**src/rtl/button_encoder_if.sv**
```systemverilog
// Player-button front-end bundle: raw buttons and enable in, encoded press out.
// Combinational bundle only; adds no latency.
// No backpressure: IN/IN_VALID is a fire-and-forget strobe.
interface button_encoder_if;
  logic [3:0] BTN;
  logic       ENABLE;
  logic [1:0] IN;
  logic       IN_VALID;
  logic       PRESSED;

  // Master drives buttons/enable and consumes the encoded press.
  modport master (
    output BTN,
    output ENABLE,
    input  IN,
    input  IN_VALID,
    input  PRESSED
  );

  // Slave is the encoder itself.
  modport slave (
    input  BTN,
    input  ENABLE,
    output IN,
    output IN_VALID,
    output PRESSED
  );
endinterface

```
**src/rtl/button_encoder.sv**
```systemverilog
// Synchronize, debounce and encode four player buttons into a 2-bit colour strobe.
// Latency: 2 + DB_CYCLES edges from the first sample of a stable press to IN_VALID.
// No backpressure: downstream must take IN in the single cycle IN_VALID is high.
module button_encoder #(
  parameter int DB_CYCLES = 50000,
  parameter int CNT_W     = 16
) (
  input  logic             CLK,
  input  logic             RST,
  button_encoder_if.slave  bus
);

  typedef enum logic [2:0] {
    IDLE     = 3'd0,
    PRESS_DB = 3'd1,
    HELD     = 3'd2,
    REL_DB   = 3'd3,
    LOCK     = 3'd4
  } state_t;

  // Terminal count of a debounce window; DB_CYCLES may be as large as 2^CNT_W.
  localparam logic [CNT_W-1:0] CNT_MAX = CNT_W'(DB_CYCLES - 1);

  logic [3:0]       sync1;
  logic [3:0]       s;
  state_t           state, state_nxt;
  logic [CNT_W-1:0] cnt, cnt_nxt;
  logic [3:0]       cand, cand_nxt;
  logic             from_lock, from_lock_nxt;
  logic [1:0]       in_q, in_nxt;
  logic             vld_q, vld_nxt;
  logic             pressed_q, pressed_nxt;
  logic             s_one_hot;

  // Map a one-hot candidate to its colour index.
  function automatic logic [1:0] colour_of(input logic [3:0] v);
    logic [1:0] idx;
    idx = 2'd0;
    case (v)
      4'b0010: idx = 2'd1;
      4'b0100: idx = 2'd2;
      4'b1000: idx = 2'd3;
      default: idx = 2'd0;
    endcase
    return idx;
  endfunction

  assign s_one_hot = (s != 4'd0) && ((s & (s - 4'd1)) == 4'd0);

  // Two-flop synchronizer for the asynchronous buttons.
  always_ff @(posedge CLK or posedge RST) begin
    if (RST) begin
      sync1 <= 4'd0;
      s     <= 4'd0;
    end else begin
      sync1 <= bus.BTN;
      s     <= sync1;
    end
  end

  // State, debounce counter, candidate and registered outputs.
  always_ff @(posedge CLK or posedge RST) begin
    if (RST) begin
      state     <= IDLE;
      cnt       <= '0;
      cand      <= 4'd0;
      from_lock <= 1'b0;
      in_q      <= 2'd0;
      vld_q     <= 1'b0;
      pressed_q <= 1'b0;
    end else begin
      state     <= state_nxt;
      cnt       <= cnt_nxt;
      cand      <= cand_nxt;
      from_lock <= from_lock_nxt;
      in_q      <= in_nxt;
      vld_q     <= vld_nxt;
      pressed_q <= pressed_nxt;
    end
  end

  // Next-state and next-output decode; any state change restarts the counter.
  always_comb begin
    state_nxt     = state;
    cnt_nxt       = cnt;
    cand_nxt      = cand;
    from_lock_nxt = from_lock;
    in_nxt        = in_q;
    vld_nxt       = 1'b0;
    pressed_nxt   = pressed_q;

    case (state)
      IDLE: begin
        if (s_one_hot) begin
          state_nxt = PRESS_DB;
          cand_nxt  = s;
        end else if (s != 4'd0) begin
          state_nxt = LOCK;
        end
      end
      PRESS_DB: begin
        if (s == 4'd0) begin
          state_nxt = IDLE;
        end else if (s != cand) begin
          state_nxt = LOCK;
        end else if (cnt == CNT_MAX) begin
          state_nxt   = HELD;
          in_nxt      = colour_of(cand);
          vld_nxt     = bus.ENABLE;
          pressed_nxt = bus.ENABLE;
        end else begin
          cnt_nxt = cnt + CNT_W'(1);
        end
      end
      HELD: begin
        if (s == 4'd0) begin
          state_nxt     = REL_DB;
          from_lock_nxt = 1'b0;
        end
      end
      LOCK: begin
        if (s == 4'd0) begin
          state_nxt     = REL_DB;
          from_lock_nxt = 1'b1;
        end
      end
      REL_DB: begin
        if (s != 4'd0) begin
          state_nxt = from_lock ? LOCK : HELD;
        end else if (cnt == CNT_MAX) begin
          state_nxt   = IDLE;
          pressed_nxt = 1'b0;
        end else begin
          cnt_nxt = cnt + CNT_W'(1);
        end
      end
      default: begin
        state_nxt = IDLE;
      end
    endcase

    if (state_nxt != state) begin
      cnt_nxt = '0;
    end
  end

  assign bus.IN       = in_q;
  assign bus.IN_VALID = vld_q;
  assign bus.PRESSED  = pressed_q;

endmodule

```
**src/flat_wrapper.sv**
```systemverilog
// flat-port wrapper written by rule: the top's interface ports become plain ports
module button_encoder_flat 
#(
  parameter int DB_CYCLES = 50000,
  parameter int CNT_W     = 16
)
  (CLK, RST, bus_BTN, bus_ENABLE, bus_IN, bus_IN_VALID, bus_PRESSED);
  button_encoder_if bus_i ();
  input  logic CLK;
  input  logic RST;
  input wire logic [$bits(bus_i.BTN)-1:0] bus_BTN;
  input wire logic [$bits(bus_i.ENABLE)-1:0] bus_ENABLE;
  output wire logic [$bits(bus_i.IN)-1:0] bus_IN;
  output wire logic [$bits(bus_i.IN_VALID)-1:0] bus_IN_VALID;
  output wire logic [$bits(bus_i.PRESSED)-1:0] bus_PRESSED;
  assign bus_i.BTN = bus_BTN;
  assign bus_i.ENABLE = bus_ENABLE;
  assign bus_IN = bus_i.IN;
  assign bus_IN_VALID = bus_i.IN_VALID;
  assign bus_PRESSED = bus_i.PRESSED;
  button_encoder #(.DB_CYCLES(DB_CYCLES), .CNT_W(CNT_W)) u_core (.CLK(CLK), .RST(RST), .bus(bus_i));
endmodule
```
**config.mk**
```make
export PLATFORM = sky130hd
export DESIGN_NAME = button_encoder_flat
export DESIGN_NICKNAME = d
export VERILOG_FILES = /design/src/rtl/button_encoder_if.sv /design/src/rtl/button_encoder.sv /design/src/flat_wrapper.sv
export SDC_FILE = /design/constraint.sdc
export NUM_CORES = 1
export LEC_CHECK = 0
export CAP_MARGIN = 25
export CORE_UTILIZATION = 55
export DETAILED_ROUTE_END_ITERATION = 12
export PLACE_DENSITY_LB_ADDON = 0.05
export SYNTH_ARGS = -nofsm -noshare
export SYNTH_HDL_FRONTEND = slang
export SYNTH_SLANG_ARGS = --single-unit
```
**constraint.sdc**
```tcl
create_clock -name CLK -period 3 [get_ports CLK]
set_clock_uncertainty 0.1 [all_clocks]
set_input_delay 0.6 -clock CLK [delete_from_list [all_inputs] [get_ports CLK]]
set_output_delay 0.6 -clock CLK [all_outputs]
set_load 0.02 [all_outputs]
```
### Gate-type map, run 1

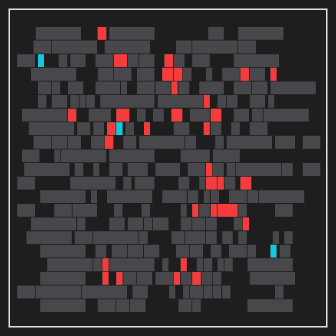
inv cells: marked cyan, cells 3. nand cells: marked red, cells 31.
Finished Layout Cells: 268
fraction of area in multi-input gates: 46.78%
top logic cell by instance count in the layout: sky130_fd_sc_hd__dfrtp_1

### Sequential cells coloured by netlist name, run 1

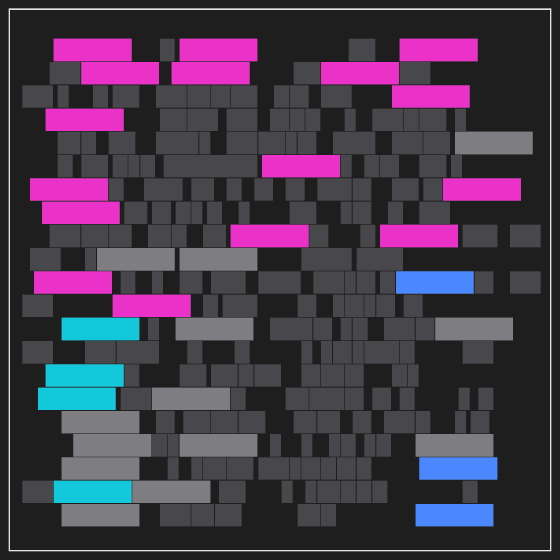
u_core.sync1: marked cyan, flops 4. u_core.cnt: marked magenta, flops 16. u_core.state: marked blue, flops 3.
Another 13 sequential cells are not coloured.

### The metal 1 layer, run 1

Supply wires on this layer in grey.
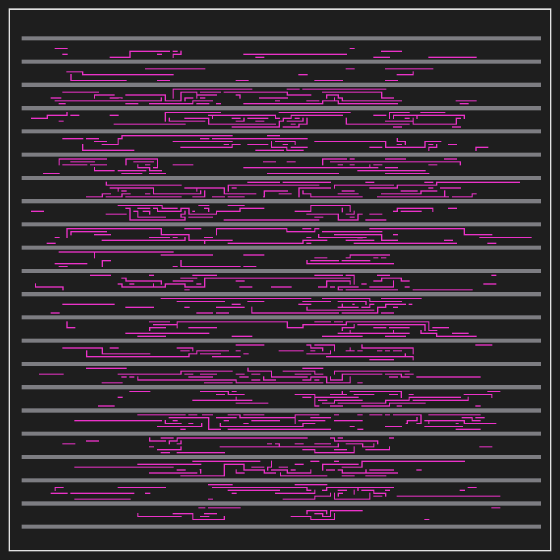
The layer carries 1,970 um of wire. The longest straight run is 17.5 um. The layer holds 43% of the routed length.

## run 1: path summary, 6_finish.rpt
| path | startpoint | endpoint | depth (start not counted) |
|---|---|---|---|
| setup / recovery | u_core.s[1] | u_core.cnt[7] | 6 |
| hold / removal | u_core.sync1[3] | u_core.s[3] | 0 |
| setup reg to reg | u_core.s[1] | u_core.cnt[7] | 6 |
| hold reg to reg | u_core.sync1[3] | u_core.s[3] | 0 |
| max in group asynchronous | RST | u_core.sync1[1] | 3 |
| min in group asynchronous | RST | u_core.cnt[14] | 3 |
## run 1: flip-flops by register name, indices dropped and copies added (netlist names)
name                 flops
u_core.cnt              16
u_core.cand              4
u_core.s                 4
u_core.sync1             4
u_core.state             3
u_core.bus.IN            2
u_core.bus.IN_VALID      1
u_core.bus.PRESSED       1
u_core.from_lock         1
## run 1: synth_stat cells, types with 2 or more instances
cell / n
sky130_fd_sc_hd__nand2b_1: 2
sky130_fd_sc_hd__clkbuf_1: 9
sky130_fd_sc_hd__or4_4: 2
sky130_fd_sc_hd__or4b_1: 2
sky130_fd_sc_hd__inv_1: 3
sky130_fd_sc_hd__dfrtp_1: 36
sky130_fd_sc_hd__nand2_1: 15
sky130_fd_sc_hd__and2_1: 3
sky130_fd_sc_hd__or3_1: 2
sky130_fd_sc_hd__mux2_2: 3
sky130_fd_sc_hd__nor3_1: 19
sky130_fd_sc_hd__nor3_2: 8
sky130_fd_sc_hd__a21oi_1: 6
sky130_fd_sc_hd__nand3b_1: 2
sky130_fd_sc_hd__xor2_1: 6
sky130_fd_sc_hd__buf_6: 3
sky130_fd_sc_hd__nor2_1: 16
sky130_fd_sc_hd__o31ai_1: 2
sky130_fd_sc_hd__nor4_1: 10
sky130_fd_sc_hd__a32o_1: 2
sky130_fd_sc_hd__o21ai_0: 8
sky130_fd_sc_hd__nand3_1: 8
sky130_fd_sc_hd__and3_1: 3
sky130_fd_sc_hd__nand4_1: 3
sky130_fd_sc_hd__nor2b_1: 5
sky130_fd_sc_hd__xnor2_1: 15
sky130_fd_sc_hd__nor3b_1: 4
## run 1: power groups by stage
| stage | combinational, uW | clock [uW] | sequential, uW |
|---|---|---|---|
| 6_report | 288 | 426 | 587 |
| 5_1_grt | 315 | 454 | 592 |
| 4_1_cts | 287 | 434 | 584 |
| 3_5_place_dp | 281 | 0 | 595 |
| 3_3_place_gp | 270 | 0 | 589 |
| 2_1_floorplan | 253 | 0 | 560 |
## run 1: per-stage QoR
step	setup slack (ps)	instance area (um^2)	total power [uW]	hold slack [ps]	util [%]
3_3_place_gp	367.4	2165	859.3	233.9	62.41
3_5_place_dp	263.4	2165	876.4	241.9	62.41
4_1_cts	167.5	2276	1305	263.8	65.62
5_1_grt	2.678	2276	1361	267.4	65.62
2_1_floorplan	495.1	2057	813.3	231.2	-
6_report	158.6	2276	1301	256.4	65.62
## run 1: per-layer routing
layer  part of all wire [%]  vias to the layer above  wire length [um]  track usage [%]
met2                     50                       57              2271            40.99
li1                       -                      782                 -                -
met3                    5.7                        8               259            6.159
met1                     43                      820              1965            34.66
met4                    1.6                        0                74            7.849
met5                      0                        -                 0                0
==> out/summary.txt, run 1 <==
yosys aoi share: 8.698%
slowest cell delay on critical path: 670 ps
GRT Overall Usage: 25.80%
wire length of the first global-routing pass: 7.914 mm
arrival time at the worst endpoint: 2910 ps
detailed-route DRC error count: 0
total via count after detailed routing: 1,667
number of H-tree branching levels: 2
non-clock buffer instance count of the final layout: 14
IO Count: 11
Top area cell types: sky130_fd_sc_hd__dfrtp_1 (44%), sky130_fd_sc_hd__xnor2_1 (6.4%), sky130_fd_sc_hd__nor3_1 (4.6%)
endpoint type of the worst setup path: register
number of instances in the synthesized netlist: 214
status: finished, final reports clean
CTS buffer count: 5
number of buffers on the longest clock path: 2
number of antenna violations at the first check in global routing: 0
Post-CTS Setup Repair Bufs: 0
Tap Cells: 46
synthesized netlist net count: 222
Warnings, synthesis: 0
largest class: logic gates
unique cell type count in the Yosys netlist: 44
library cell used as clock root buffer: sky130_fd_sc_hd__clkbuf_8
total power per unit cell area: 571.5 mW/mm^2
area share of and/or/nand/nor cells after synthesis: 30.66%
share of total power in the clock network: 32.8%
dominant delay contributor by cell family on the critical path: simple AND/OR/NAND/NOR gates
sequential fraction of design power: 45.1%
sequential share of cell area: 39.58%
element type at the critical path start: register
headroom to the max-slew limit: 56.33%
die footprint: 0.003989 mm^2
nets@finish: 229
layout cells sized above 1: 13.06%
storage element area: 900.9 um^2
global route total overflow: 0
number of warnings in the stage logs: 26
Die Span X: 63.16 um
number of inserted filler cells in the final layout: 307
PortBufs: 10
Multiplexer share: 2.372%
final total negative setup slack: 0 ps
count of inverters other than clock inverters in the layout: 3
RSZ-0062 raised after global routing: no
starting density of the core: 59.31%
Flops: 36
final tally of hold violations: 0
maximum VDD drop: 0.0003004 V
Seq cells post-synth: 36
post-route antenna net violation count: 0
placeable core area: 0.003468 mm^2
worst setup path class: register to register
required arrival time at the worst endpoint: 3070 ps
classification of the worst-slack hold path: register to register
Internal Pwr Total: 873.3 uW
Post-Place Cells: 260
Detailed Routing Iterations Pass 1: 4
area occupied by multi-input gates: 0.001065 mm^2
gp weighted congestion: 0.9053
Top logic family: simple AND/OR/NAND/NOR gates
minimum period implied by the final worst setup slack: 2841 ps
minimum setup slack among reg-to-reg paths: 160 ps
highest fanout seen on the critical path: 16
maximum number of pins on one net before global-route repair: 37
area share of xor/xnor cells in the synthesized design: 8.942%
post-synthesis instance area: 0.002057 mm^2
number of cell instances after yosys synthesis: 214
leakage component of the power: 0.0008851 uW
overall die height: 63.16 um
library cell with the largest summed area after synthesis: sky130_fd_sc_hd__dfrtp_1
WP buf/inv: 0
post-route clock period utilization: 94.71%
Async SR Flop Fraction: 100.0%
detailed placement HPWL: 3.033 mm
Logic Gate Count: 161
power spent charging and discharging nets: 427.4 uW
clock sinks: 36
Sw Share: 32.86%
most frequently placed logic cells in the final layout: sky130_fd_sc_hd__dfrtp_1 (36), sky130_fd_sc_hd__nor3_1 (19), sky130_fd_sc_hd__nor2_1 (16), sky130_fd_sc_hd__nand2_1 (15), sky130_fd_sc_hd__xnor2_1 (15)
cells resized by post-CTS repair: 0
violation count after the first detailed-routing iteration: 98
clock tree from TritonCTS: built
leading register cell type out of synthesis: sky130_fd_sc_hd__dfrtp_1
number of enable flip-flop cells: 0
CTS hold repair buffers: 0
via count of the first global-routing pass: 1,668
Max Cap Viol: 0
maximum frequency from static timing analysis: 351.9 MHz
signed area change from the synthesized netlist to the final layout: 10.64%
## Run 2: what changed since run 1
--- a/config.mk
+++ b/config.mk
@@ -8,6 +8,7 @@
 export CAP_MARGIN = 25
 export CORE_UTILIZATION = 55
 export DETAILED_ROUTE_END_ITERATION = 12
+export GPL_ROUTABILITY_DRIVEN = 1
 export PLACE_DENSITY_LB_ADDON = 0.05
 export SYNTH_ARGS = -nofsm -noshare
 export SYNTH_HDL_FRONTEND = slang
### Sequential cells coloured by netlist name, run 2

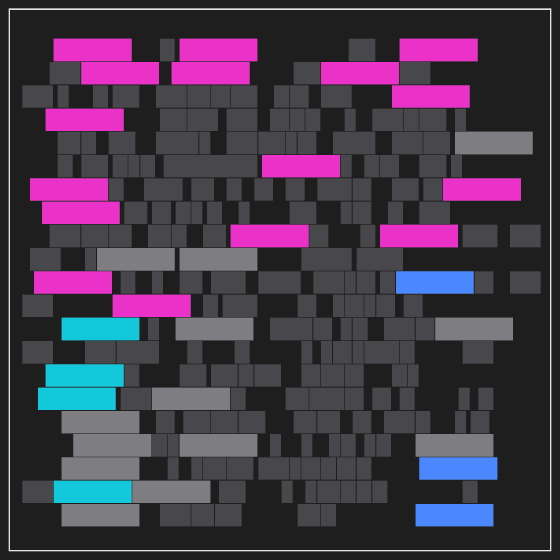
u_core.sync1: marked cyan, flops 4. u_core.state: marked blue, flops 3. u_core.cnt: marked magenta, flops 16.
Another 13 sequential cells are not coloured.

### The metal 1 layer, run 2

Supply wires on this layer in grey.
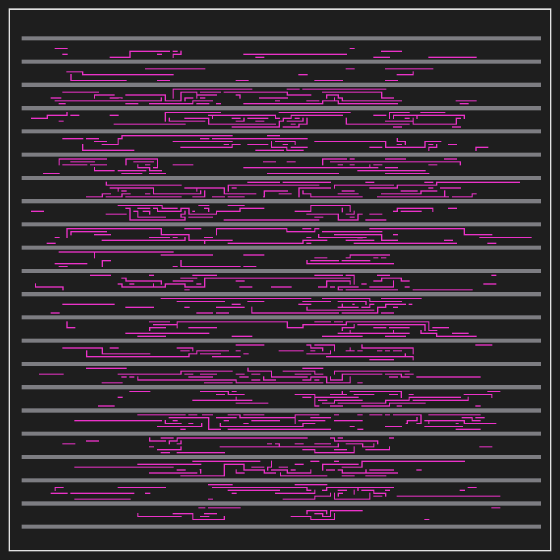
The wires run mostly horizontal. The layer holds 43% of the routed length. The layer carries 1,970 um of wire.
met1 track demand over resource in global routing: 34.66%
Total Wirelength: 4.570 mm
total via count after detailed routing: 1,667

==> run 2 against run 1 <==
Against the previous run:
- core utilization is the same
- synthesized cell count is the same
- die size is the same
- critical path depth is the same
- clock-buffer cell count is the same
- cell count is the same
- sequential cell count is the same
- sequential share of layout area is the same
==> out/summary.txt, run 2 <==
synthesized netlist net count: 222 (unchanged)
placeable core area: 0.003468 mm^2 (unchanged)
minimum period implied by the final worst setup slack: 2841 ps (unchanged)
number of warnings in the stage logs: 26 (unchanged)
Internal Pwr Total: 873.3 uW (unchanged)
starting density of the core: 59.31% (unchanged)
clock tree from TritonCTS: built (unchanged)
number of antenna violations at the first check in global routing: 0 (unchanged)
signed area change from the synthesized netlist to the final layout: 10.64% (unchanged)
Warnings, synthesis: 0 (unchanged)
slowest cell delay on critical path: 670 ps (about the same)
layout cells sized above 1: 13.06% (unchanged)
endpoint type of the worst setup path: register (unchanged)
wire length of the first global-routing pass: 7.914 mm (unchanged)
classification of the worst-slack hold path: register to register (unchanged)
Async SR Flop Fraction: 100.0% (unchanged)
number of H-tree branching levels: 2 (unchanged)
number of instances in the synthesized netlist: 214 (unchanged)
headroom to the max-slew limit: 56.33% (unchanged)
clock sinks: 36 (unchanged)
Post-CTS Setup Repair Bufs: 0 (unchanged)
most frequently placed logic cells in the final layout: sky130_fd_sc_hd__dfrtp_1 (36), sky130_fd_sc_hd__nor3_1 (19), sky130_fd_sc_hd__nor2_1 (16), sky130_fd_sc_hd__nand2_1 (15), sky130_fd_sc_hd__xnor2_1 (15) (unchanged)
detailed placement HPWL: 3.033 mm (unchanged)
global route total overflow: 0 (unchanged)
Seq cells post-synth: 36 (unchanged)
CTS hold repair buffers: 0 (unchanged)
library cell used as clock root buffer: sky130_fd_sc_hd__clkbuf_8 (unchanged)
sequential fraction of design power: 45.1% (about the same)
IO Count: 11 (unchanged)
Max Cap Viol: 0 (unchanged)
post-route antenna net violation count: 0 (unchanged)
status: finished, final reports clean (unchanged)
power spent charging and discharging nets: 427.4 uW (unchanged)
die footprint: 0.003989 mm^2 (unchanged)
Die Span X: 63.16 um (unchanged)
detailed-route DRC error count: 0 (unchanged)
smallest hold slack: 256.4 ps (unchanged)
Synth top cell by count: sky130_fd_sc_hd__dfrtp_1 (unchanged)
Post-Place Cells: 260 (unchanged)
gp weighted congestion: 0.9053 (unchanged)
post-route clock period utilization: 94.71% (unchanged)
CTS buffer count: 5 (unchanged)
arrival time at the worst endpoint: 2910 ps (about the same)
total power per unit cell area: 571.5 mW/mm^2 (unchanged)
top logic cell by instance count in the layout: sky130_fd_sc_hd__dfrtp_1 (unchanged)
cell types with the highest counts after synthesis: sky130_fd_sc_hd__dfrtp_1 (36), sky130_fd_sc_hd__nor3_1 (19), sky130_fd_sc_hd__nor2_1 (16) (unchanged)
maximum number of pins on one net before global-route repair: 37 (unchanged)
highest fanout seen on the critical path: 16 (unchanged)
PortBufs: 10 (unchanged)
maximum frequency from static timing analysis: 351.9 MHz (unchanged)
element type at the critical path start: register (unchanged)
cells resized by post-CTS repair: 0 (unchanged)
final total negative setup slack: 0 ps (unchanged)
maximum VDD drop: 0.0003004 V (unchanged)
worst setup path class: register to register (unchanged)
max FFs per register: 16 (unchanged)
number of cell instances after yosys synthesis: 214 (unchanged)
DP Worst Slack: 263.4 ps (unchanged)
number of buffers on the longest clock path: 2 (unchanged)
overall die height: 63.16 um (unchanged)
number of enable flip-flop cells: 0 (unchanged)
top register by number of flip-flops: u_core.cnt (unchanged)
violation count after the first detailed-routing iteration: 98 (unchanged)
via count of the first global-routing pass: 1,668 (unchanged)
library cell with the largest summed area after synthesis: sky130_fd_sc_hd__dfrtp_1 (unchanged)
final tally of hold violations: 0 (unchanged)
### Gate-type map, run 2

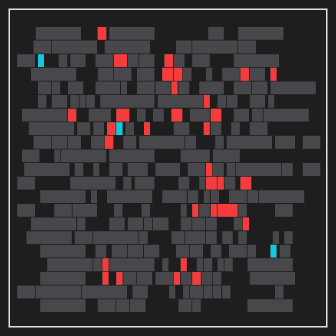
nand cells: marked red, cells 31. inv cells: marked cyan, cells 3.

==> run 2: cell counts after synthesis <==
No cell type changed its count.
==> run 2: worst paths after layout <==
kind | from | to | slack (ps) | cells after the start
max | u_core.s[1] | u_core.cnt[7] | 160 | 6
min | u_core.sync1[3] | u_core.s[3] | 260 | 0
max reg2reg | u_core.s[1] | u_core.cnt[7] | 160 | 6
min reg2reg | u_core.sync1[3] | u_core.s[3] | 260 | 0
max in group asynchronous | RST | u_core.sync1[1] | 1870 | 3
min in group asynchronous | RST | u_core.cnt[14] | 610 | 3
==> run 2: layout make-up <==
type / count / area (um^2)
repair buffers: 14 / 130.1
multi-input cells: 161 / 1065
flip-flops and latches: 36 / 900.9
fillers: 307 / 1192
clock buffers: 5 / 68.82
clock inverters: 3 / 42.54
inverters: 3 / 11.26
well taps: 46 / 57.56
==> run 2: per-layer routing <==
metal,track usage [%],vias up,wire (um)
met2,40.99,57,2271
met1,34.66,820,1965
met3,6.159,8,259
met5,0,-,0
met4,7.849,0,74
li1,-,782,-
==> run 2: worst max-delay path: cells and delay by family (launching register included) <==
| family | cells | cell delay [ps] |
|---|---|---|
| muxes | 1 | 390 |
| and+or+nand+nor | 3 | 1020 |
| AOI/OAI and AO/OA | 2 | 640 |
| DFF | 1 | 570 |
==> run 2: power by group through the flow <==
stage | combinational [uW] | clock, uW | sequential, uW
3_5_place_dp | 281 | 0 | 595
4_1_cts | 287 | 434 | 584
3_3_place_gp | 270 | 0 | 589
5_1_grt | 315 | 454 | 592
2_1_floorplan | 253 | 0 | 560
6_report | 288 | 426 | 587
==> run 2: kinds of logic (layout without fill, tap and decap cells) <==
kind of cell	after synthesis	after routing	synth area share (%)
and+or+nand+nor	107	107	30.66
DFF	36	36	43.80
AOI/OAI and AO/OA	27	27	8.699
xor gates and xnor gates	21	21	8.942
buffers and inverters	17	25	4.440
muxes	4	4	2.372
adders and majority gates	2	2	1.095
==> run 2: metrics by stage <==
| step | utilization (%) | cell area [um^2] | power [uW] |
|---|---|---|---|
| after CTS | 65.62 | 2276 | 1305 |
| after floorplan | - | 2057 | 813.3 |
| after global routing | 65.62 | 2276 | 1361 |
| final | 65.62 | 2276 | 1301 |
| after detailed placement | 62.41 | 2165 | 876.4 |
| after global placement | 62.41 | 2165 | 859.3 |
No activity file was given, so power comes from the tool's default toggle rates.
